$ cat src/rtl/lc4_regfile_pkg.sv
// Shared constants and bypass-priority helper for the superscalar LC4 register file.
// The same priority function drives read bypass, register write-merge and busy clears.
package lc4_regfile_pkg;

  localparam int LC4_WORD  = 16;
  localparam int LC4_NREGS = 8;

  typedef enum logic [1:0] {
    SRC_REG = 2'd0,
    SRC_A   = 2'd1,
    SRC_B   = 2'd2
  } byp_src_e;

  // Pipe B is younger, so its write wins over pipe A on a shared target.
  function automatic byp_src_e byp_src(input logic hit_a, input logic hit_b);
    if (hit_b) return SRC_B;
    if (hit_a) return SRC_A;
    return SRC_REG;
  endfunction

endpackage

$ cat src/rtl/lc4_regfile_ss_if.sv
// Read/write/allocate bus of the two-wide LC4 register file.
interface lc4_regfile_ss_if
  import lc4_regfile_pkg::*;
#(
  parameter int n     = LC4_WORD,
  parameter int nregs = LC4_NREGS
);
  localparam int r = $clog2(nregs);

  logic         gwe;
  logic [r-1:0] i_rs_A, i_rt_A, i_rs_B, i_rt_B;
  logic [n-1:0] o_rs_A_data, o_rt_A_data, o_rs_B_data, o_rt_B_data;
  logic         o_rs_A_busy, o_rt_A_busy, o_rs_B_busy, o_rt_B_busy;
  logic [r-1:0] i_rd_A, i_rd_B;
  logic [n-1:0] i_wdata_A, i_wdata_B;
  logic         i_rd_we_A, i_rd_we_B;
  logic         i_alloc_we;
  logic [r-1:0] i_alloc_rd;

  modport master (
    output gwe, i_rs_A, i_rt_A, i_rs_B, i_rt_B,
    output i_rd_A, i_rd_B, i_wdata_A, i_wdata_B, i_rd_we_A, i_rd_we_B,
    output i_alloc_we, i_alloc_rd,
    input  o_rs_A_data, o_rt_A_data, o_rs_B_data, o_rt_B_data,
    input  o_rs_A_busy, o_rt_A_busy, o_rs_B_busy, o_rt_B_busy
  );

  modport slave (
    input  gwe, i_rs_A, i_rt_A, i_rs_B, i_rt_B,
    input  i_rd_A, i_rd_B, i_wdata_A, i_wdata_B, i_rd_we_A, i_rd_we_B,
    input  i_alloc_we, i_alloc_rd,
    output o_rs_A_data, o_rt_A_data, o_rs_B_data, o_rt_B_data,
    output o_rs_A_busy, o_rt_A_busy, o_rs_B_busy, o_rt_B_busy
  );

endinterface

$ cat src/rtl/lc4_regfile_rdport.sv
// One read port: register mux with same-cycle write bypass and scoreboard lookup.
module lc4_regfile_rdport
  import lc4_regfile_pkg::*;
#(
  parameter  int n     = LC4_WORD,
  parameter  int nregs = LC4_NREGS,
  localparam int r     = $clog2(nregs)
) (
  input  logic [r-1:0]     i_sel,
  input  logic [n-1:0]     i_regs [nregs],
  input  logic [nregs-1:0] i_busy,
  input  logic             i_we_a,
  input  logic [r-1:0]     i_rd_a,
  input  logic [n-1:0]     i_wdata_a,
  input  logic             i_we_b,
  input  logic [r-1:0]     i_rd_b,
  input  logic [n-1:0]     i_wdata_b,
  output logic [n-1:0]     o_data,
  output logic             o_busy
);

  byp_src_e src;

  // NOTE: every always_comb output gets a default first, so no path can infer a latch.
  always_comb begin
    src    = byp_src(i_we_a && (i_rd_a == i_sel), i_we_b && (i_rd_b == i_sel));
    o_data = i_regs[i_sel];
    case (src)
      SRC_B:   o_data = i_wdata_b;
      SRC_A:   o_data = i_wdata_a;
      default: o_data = i_regs[i_sel];
    endcase
    // A producer writing back this cycle retires the busy bit early.
    o_busy = i_busy[i_sel] && (src == SRC_REG);
  end

endmodule

$ cat src/rtl/lc4_regfile_ss.sv
// Two-wide LC4 register file: storage, write merge and busy scoreboard; four bypassed read ports.
module lc4_regfile_ss
  import lc4_regfile_pkg::*;
#(
  parameter int n     = LC4_WORD,
  parameter int nregs = LC4_NREGS
) (
  input logic             clk,
  input logic             rst,
  lc4_regfile_ss_if.slave bus
);

  localparam int r = $clog2(nregs);

  logic [n-1:0]     regs_q [nregs];
  logic [n-1:0]     regs_d [nregs];
  logic [nregs-1:0] busy_q, busy_d;

  logic we_a, we_b, alloc;
  assign we_a  = bus.i_rd_we_A  & bus.gwe;
  assign we_b  = bus.i_rd_we_B  & bus.gwe;
  assign alloc = bus.i_alloc_we & bus.gwe;

  always_comb begin
    regs_d = regs_q;
    busy_d = busy_q;
    for (int k = 0; k < nregs; k++) begin
      case (byp_src(we_a && (bus.i_rd_A == r'(k)), we_b && (bus.i_rd_B == r'(k))))
        SRC_B: begin
          regs_d[k] = bus.i_wdata_B;
          busy_d[k] = 1'b0;
        end
        SRC_A: begin
          regs_d[k] = bus.i_wdata_A;
          busy_d[k] = 1'b0;
        end
        default: ;
      endcase
      // A newly issued producer supersedes the one writing back now.
      if (alloc && (bus.i_alloc_rd == r'(k))) busy_d[k] = 1'b1;
    end
  end

  // NOTE: the array is a handful of flops, not a RAM, so every entry is cleared by reset.
  // NOTE: state is updated only with non-blocking assignments to avoid ordering races.
  always_ff @(posedge clk or posedge rst) begin
    if (rst) begin
      regs_q <= '{default: '0};
      busy_q <= '0;
    end else begin
      regs_q <= regs_d;
      busy_q <= busy_d;
    end
  end

  logic [r-1:0] rd_sel  [4];
  logic [n-1:0] rd_data [4];
  logic         rd_busy [4];

  assign rd_sel[0] = bus.i_rs_A;
  assign rd_sel[1] = bus.i_rt_A;
  assign rd_sel[2] = bus.i_rs_B;
  assign rd_sel[3] = bus.i_rt_B;

  for (genvar p = 0; p < 4; p++) begin : g_rdport
    lc4_regfile_rdport #(.n(n), .nregs(nregs)) u_rdport (
      .i_sel     (rd_sel[p]),
      .i_regs    (regs_q),
      .i_busy    (busy_q),
      .i_we_a    (we_a),
      .i_rd_a    (bus.i_rd_A),
      .i_wdata_a (bus.i_wdata_A),
      .i_we_b    (we_b),
      .i_rd_b    (bus.i_rd_B),
      .i_wdata_b (bus.i_wdata_B),
      .o_data    (rd_data[p]),
      .o_busy    (rd_busy[p])
    );
  end

  assign bus.o_rs_A_data = rd_data[0];
  assign bus.o_rt_A_data = rd_data[1];
  assign bus.o_rs_B_data = rd_data[2];
  assign bus.o_rt_B_data = rd_data[3];
  assign bus.o_rs_A_busy = rd_busy[0];
  assign bus.o_rt_A_busy = rd_busy[1];
  assign bus.o_rs_B_busy = rd_busy[2];
  assign bus.o_rt_B_busy = rd_busy[3];

endmodule

$ cat src/flat_wrapper.sv
// flat-port wrapper written by rule: the top's interface ports become plain ports
module lc4_regfile_ss_flat import lc4_regfile_pkg::*;
#(
  parameter int n     = LC4_WORD,
  parameter int nregs = LC4_NREGS
)
  (clk, rst, bus_gwe, bus_i_rs_A, bus_i_rt_A, bus_i_rs_B, bus_i_rt_B, bus_i_rd_A, bus_i_rd_B, bus_i_wdata_A, bus_i_wdata_B, bus_i_rd_we_A, bus_i_rd_we_B, bus_i_alloc_we, bus_i_alloc_rd, bus_o_rs_A_data, bus_o_rt_A_data, bus_o_rs_B_data, bus_o_rt_B_data, bus_o_rs_A_busy, bus_o_rt_A_busy, bus_o_rs_B_busy, bus_o_rt_B_busy);
  lc4_regfile_ss_if #(.n(n), .nregs(nregs)) bus_i ();
  input logic clk;
  input logic rst;
  input wire logic [$bits(bus_i.gwe)-1:0] bus_gwe;
  input wire logic [$bits(bus_i.i_rs_A)-1:0] bus_i_rs_A;
  input wire logic [$bits(bus_i.i_rt_A)-1:0] bus_i_rt_A;
  input wire logic [$bits(bus_i.i_rs_B)-1:0] bus_i_rs_B;
  input wire logic [$bits(bus_i.i_rt_B)-1:0] bus_i_rt_B;
  input wire logic [$bits(bus_i.i_rd_A)-1:0] bus_i_rd_A;
  input wire logic [$bits(bus_i.i_rd_B)-1:0] bus_i_rd_B;
  input wire logic [$bits(bus_i.i_wdata_A)-1:0] bus_i_wdata_A;
  input wire logic [$bits(bus_i.i_wdata_B)-1:0] bus_i_wdata_B;
  input wire logic [$bits(bus_i.i_rd_we_A)-1:0] bus_i_rd_we_A;
  input wire logic [$bits(bus_i.i_rd_we_B)-1:0] bus_i_rd_we_B;
  input wire logic [$bits(bus_i.i_alloc_we)-1:0] bus_i_alloc_we;
  input wire logic [$bits(bus_i.i_alloc_rd)-1:0] bus_i_alloc_rd;
  output wire logic [$bits(bus_i.o_rs_A_data)-1:0] bus_o_rs_A_data;
  output wire logic [$bits(bus_i.o_rt_A_data)-1:0] bus_o_rt_A_data;
  output wire logic [$bits(bus_i.o_rs_B_data)-1:0] bus_o_rs_B_data;
  output wire logic [$bits(bus_i.o_rt_B_data)-1:0] bus_o_rt_B_data;
  output wire logic [$bits(bus_i.o_rs_A_busy)-1:0] bus_o_rs_A_busy;
  output wire logic [$bits(bus_i.o_rt_A_busy)-1:0] bus_o_rt_A_busy;
  output wire logic [$bits(bus_i.o_rs_B_busy)-1:0] bus_o_rs_B_busy;
  output wire logic [$bits(bus_i.o_rt_B_busy)-1:0] bus_o_rt_B_busy;
  assign bus_i.gwe = bus_gwe;
  assign bus_i.i_rs_A = bus_i_rs_A;
  assign bus_i.i_rt_A = bus_i_rt_A;
  assign bus_i.i_rs_B = bus_i_rs_B;
  assign bus_i.i_rt_B = bus_i_rt_B;
  assign bus_i.i_rd_A = bus_i_rd_A;
  assign bus_i.i_rd_B = bus_i_rd_B;
  assign bus_i.i_wdata_A = bus_i_wdata_A;
  assign bus_i.i_wdata_B = bus_i_wdata_B;
  assign bus_i.i_rd_we_A = bus_i_rd_we_A;
  assign bus_i.i_rd_we_B = bus_i_rd_we_B;
  assign bus_i.i_alloc_we = bus_i_alloc_we;
  assign bus_i.i_alloc_rd = bus_i_alloc_rd;
  assign bus_o_rs_A_data = bus_i.o_rs_A_data;
  assign bus_o_rt_A_data = bus_i.o_rt_A_data;
  assign bus_o_rs_B_data = bus_i.o_rs_B_data;
  assign bus_o_rt_B_data = bus_i.o_rt_B_data;
  assign bus_o_rs_A_busy = bus_i.o_rs_A_busy;
  assign bus_o_rt_A_busy = bus_i.o_rt_A_busy;
  assign bus_o_rs_B_busy = bus_i.o_rs_B_busy;
  assign bus_o_rt_B_busy = bus_i.o_rt_B_busy;
  lc4_regfile_ss #(.n(n), .nregs(nregs)) u_core (.clk(clk), .rst(rst), .bus(bus_i));
endmodule
$ cat config.mk
export PLATFORM = sky130hd
export DESIGN_NAME = lc4_regfile_ss_flat
export DESIGN_NICKNAME = d
export VERILOG_FILES = /design/src/rtl/lc4_regfile_pkg.sv /design/src/rtl/lc4_regfile_ss_if.sv /design/src/rtl/lc4_regfile_rdport.sv /design/src/rtl/lc4_regfile_ss.sv /design/src/flat_wrapper.sv
export SDC_FILE = /design/constraint.sdc
export NUM_CORES = 1
export LEC_CHECK = 0
export CAP_MARGIN = 5
export CORE_ASPECT_RATIO = 0.8
export CORE_UTILIZATION = 50
export CTS_CLUSTER_DIAMETER = 200
export DETAILED_ROUTE_END_ITERATION = 10
export PLACE_DENSITY = 0.74
export SLEW_MARGIN = 0
export SYNTH_ARGS = -nofsm -noshare
export SYNTH_HDL_FRONTEND = slang
export SYNTH_SLANG_ARGS = --single-unit
$ cat constraint.sdc
create_clock -name clk -period 13.6 [get_ports clk]
set_clock_uncertainty 0.15 [all_clocks]
set_input_delay 2.72 -clock clk [delete_from_list [all_inputs] [get_ports clk]]
set_output_delay 2.72 -clock clk [all_outputs]
set_load 0.02 [all_outputs]
### Signal wires on met1

Scale bar: 50 µm.
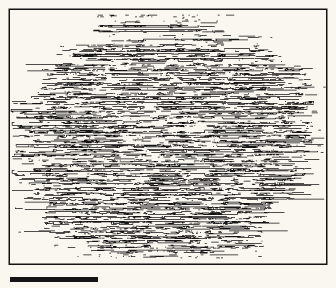
- wire length on this layer: 15200 µm
- longest straight run: 75.0 µm
- main direction: horizontal
vias: 10300
Routed WL: 39600 µm
M1 GR Usage: 0.422

### M2 wires

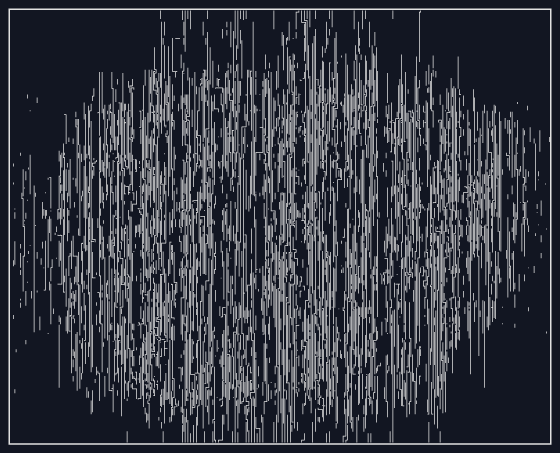
- longest straight run: 83.3 µm
- main direction: vertical
M2 GR Usage: 0.491

### Signal wires on met3

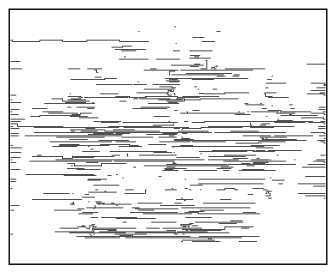
- longest straight run: 101 µm
- main direction: horizontal
grt met3 use: 0.104

### Met4 routing

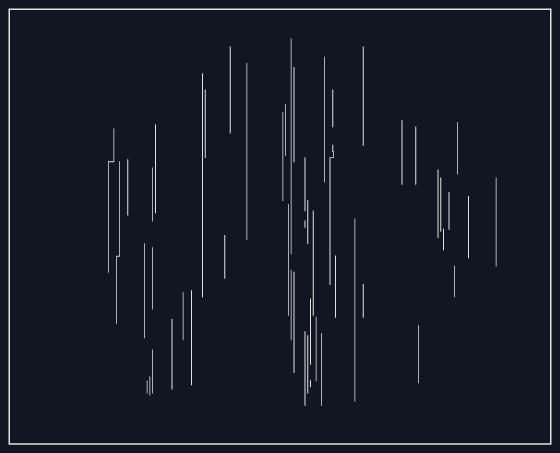
- nets with wire on the layer: 37
- main direction: vertical
- longest straight run: 74.1 µm

==> deck_impl_summary.md <==
Physical Implementation Snapshot

Run status
  – Run status: complete, but fails checks
  – Failing checks: design-rule violations

Clock tree
  – Clock sinks: 136
  – Clk latency late pin: approximately 420 ps
  – Root Buffer: clkbuf_16
  – Clk slew on worst S/H paths: roughly 60 ps
  – Htree depth: 4
  – CTS max path bufs: 2
  – CTS tree: done
  – Cts bufs inserted: 17
  – Hold buffer count at cts: 0
  – Postcts setup bufs: 0
  – Post_cts resized: 0

Synthesis
  – Xor+xnor area frac: 0.0167
  – Post-Syn Nets: 1199
  – Yosys cell count: around 1100
  – Area leader, netlist: dfrtp_1
  – Syn Std Cell Area: between 10000 and 15000 µm²
  – Biggest area cells: dfrtp_1 (27%), mux2i_1 (15%), mux4_2 (15%)
  – Main logic family after synthesis: multiplexers
  – Yosys warning count: 0
  – Area leader share: 0.271
  – Multiplexer share: 0.473
  – And+or+nand+nor area frac: 0.0851
  – Ao+oa area frac: 0.0816
  – Seq/Total Area, Yosys: 0.271
  – Synth unique cells: 39
  – Cells after Synth: 1140
  – Ys flops: between 100 and 150
  – Avg Cell Area, Syn: 11.0 µm²
  – Chip area in the Yosys report: 12600 µm²
  – Synth Area in Adders: 0

Floorplan
  – Chip Width: roughly 180 µm
  – Die Ht: between 100 and 150 µm
  – Core area: about 25000 µm²
  – IO Pins: 127
  – Site Rows: between 50 and 60
  – Die Area: 25800 µm²
  – FP Util: 0.513

Timing
  – Min Tclk post-route: around 9000 ps
  – Max Slew Vio Count: 0
  – Fmax: 111 MHz
  – Least-Margin Pin Slew: about 1000 ps
  – RSZ-0062 raised after global routing: false
  – Count of final setup violators: 0
  – Tcrit/Tclk final: 0.661
  – WHS: between 400 and 500 ps
  – Final tally of hold violations: 0
  – Setup TNS: 0 ps
  – Slew headroom: 0.322

Worst hold path
  – Min-delay worst type: register to register

Placed design
  – Gpl congestion: between 0.8 and 0.9
  – Number of I/O port buffers: approximately 130
  – Post-DP HPWL: 24400 µm
  – Inst Count DP: roughly 1500

GRT
  – GRT Residual Overflow: 0
  – Global Route Usage Sum: 0.321
  – Initial antenna violation count: 0
  – Vias in the first global route: 10100
  – Global-route wire length before repair: approximately 61000 µm
  – Largest net degree at the start of global routing: just over 70

Worst setup path
  – Arrival time at the worst endpoint: 6120 ps
  – CP max-delay cell: nand4_1
  – CP Max Fanout: 20
  – Crit path DRT: approximately 11000 ps
  – Crit. End Element: output pin
  – Buf+Inv Stages, Crit Path: 4
  – Startpoint types: input port
  – WS Path Type: input port to output pin
  – CP max stage delay: around 800 ps
  – Crit-path cells: clkdlybuf4s50_1 > buf_4 > xnor2_1 > nand4_1 > buf_4 > mux2i_1 > o21ai_1 > clkdlybuf4s50_1
  – Family with the most delay on the worst path: buffers and inverters

Finish
  – Most frequent cells in the layout: mux2i_1 (192), nand2_1 (152), dfrtp_1 (136)
  – Share of post-route cells with drive strength above 1: 0.199
  – Final core utilization: 0.579
  – Non-filler cells, final: roughly 1500
  – Most used logic cell in the final layout: mux2i_1
  – Fin nets: 1241
  – Ant. Diodes: 0
  – Syn-to-layout area delta: 12.7%

Job
  – Maxcap violations: 0
  – Tool warnings: 26

Routing
  – # DRC: 14
  – Post-DRT Antenna Nets: 0
  – DRT iter0 DRCs: about 1600
  – WL/cell: 26.2 µm
  – Pre-Repair DR Iteration Count: 9
  – Vias per cell: 6.80

Pwr
  – Maximum vdd drop: roughly 100 µV
  – Power Density: 134 nW/µm²
  – Leakage: a little under 0.006 µW
## worst register-to-register path, cell delays in order (launching register included)
cell	delay [ps]
dfrtp_1	440
mux2i_1	180
a21oi_1	100
## layer usage
| layer | part of all wire | wire (µm) | track usage | vias to the layer above |
|---|---|---|---|---|
| met5 | 0 | 0 | 0 | - |
| met4 | 0.034 | 1360 | 0.128 | 0 |
| met3 | 0.13 | 5230 | 0.104 | 119 |
| met2 | 0.45 | 17900 | 0.491 | 780 |
| met1 | 0.38 | 15200 | 0.422 | 4992 |
| li1 | - | - | - | 4391 |
## state kept, by name, indices dropped and copies added, names as in the netlist
signal and count:
u_core.regs_q 128, u_core.busy_q 8
## area by class of cell
type                       count  area (µm²)
clock inverter                 7        68.8
timing repair buffer         160        1480
tap                          318         398
clock buffer                  24         492
inverter                       1        6.26
multi-input combinational    866        8330
fill                        2029       10300
sequential                   136        3400
## stage by stage
step | total power, µW | setup slack, ps | cell area (µm²)
global placement | 1400 | 4720 | 13600
detailed placement | 1430 | 4700 | 13600
finish | 1890 | 4610 | 14200
global route | 1980 | 4600 | 14200
CTS | 1880 | 4680 | 14200
floorplan | 1150 | 6660 | 12600
## logic make-up after synthesis
logic type	count (synthesis)
mux	396
buf+inv	138
simple gates	247
flops	136
compound gates	199
xor+xnor	24
## synth_stat cells, drive strengths merged
cell    count
mux2i     192
nand2     152
o21ai     144
dfrtp     136
mux4      136
buf        76
mux2       68
clkbuf     61
nor2       59
a21oi      48
xnor2      12
xor2       12
nor3        7
a22o        4
and3b       4
nand3       4
nand4       4
nor4        4
a32o        3
nand2b      3
nand3b      2
nor2b       2
and2        1
and3        1
inv         1
nor3b       1
or2         1
or3         1
or4         1
## final timing paths
kind	from	endpoint	slack (ps)	cells past startpoint
setup / recovery	bus_i_rt_B[1]	bus_o_rt_B_data[10]	4610	8
hold / removal	u_core.busy_q[2]	u_core.busy_q[2]	420	1
setup reg to reg	u_core.regs_q[110]	u_core.regs_q[110]	12570	2
hold reg to reg	u_core.busy_q[2]	u_core.busy_q[2]	420	1
max in group asynchronous	rst	u_core.regs_q[90]	9160	3
min in group asynchronous	rst	u_core.regs_q[66]	2700	2
## power breakdown
part           internal (µW)  switching, µW
clock                    269            180
sequential               506            134
combinational            452            351
total                   1230            666
No activity file was given, so power comes from the tool's default toggle rates.
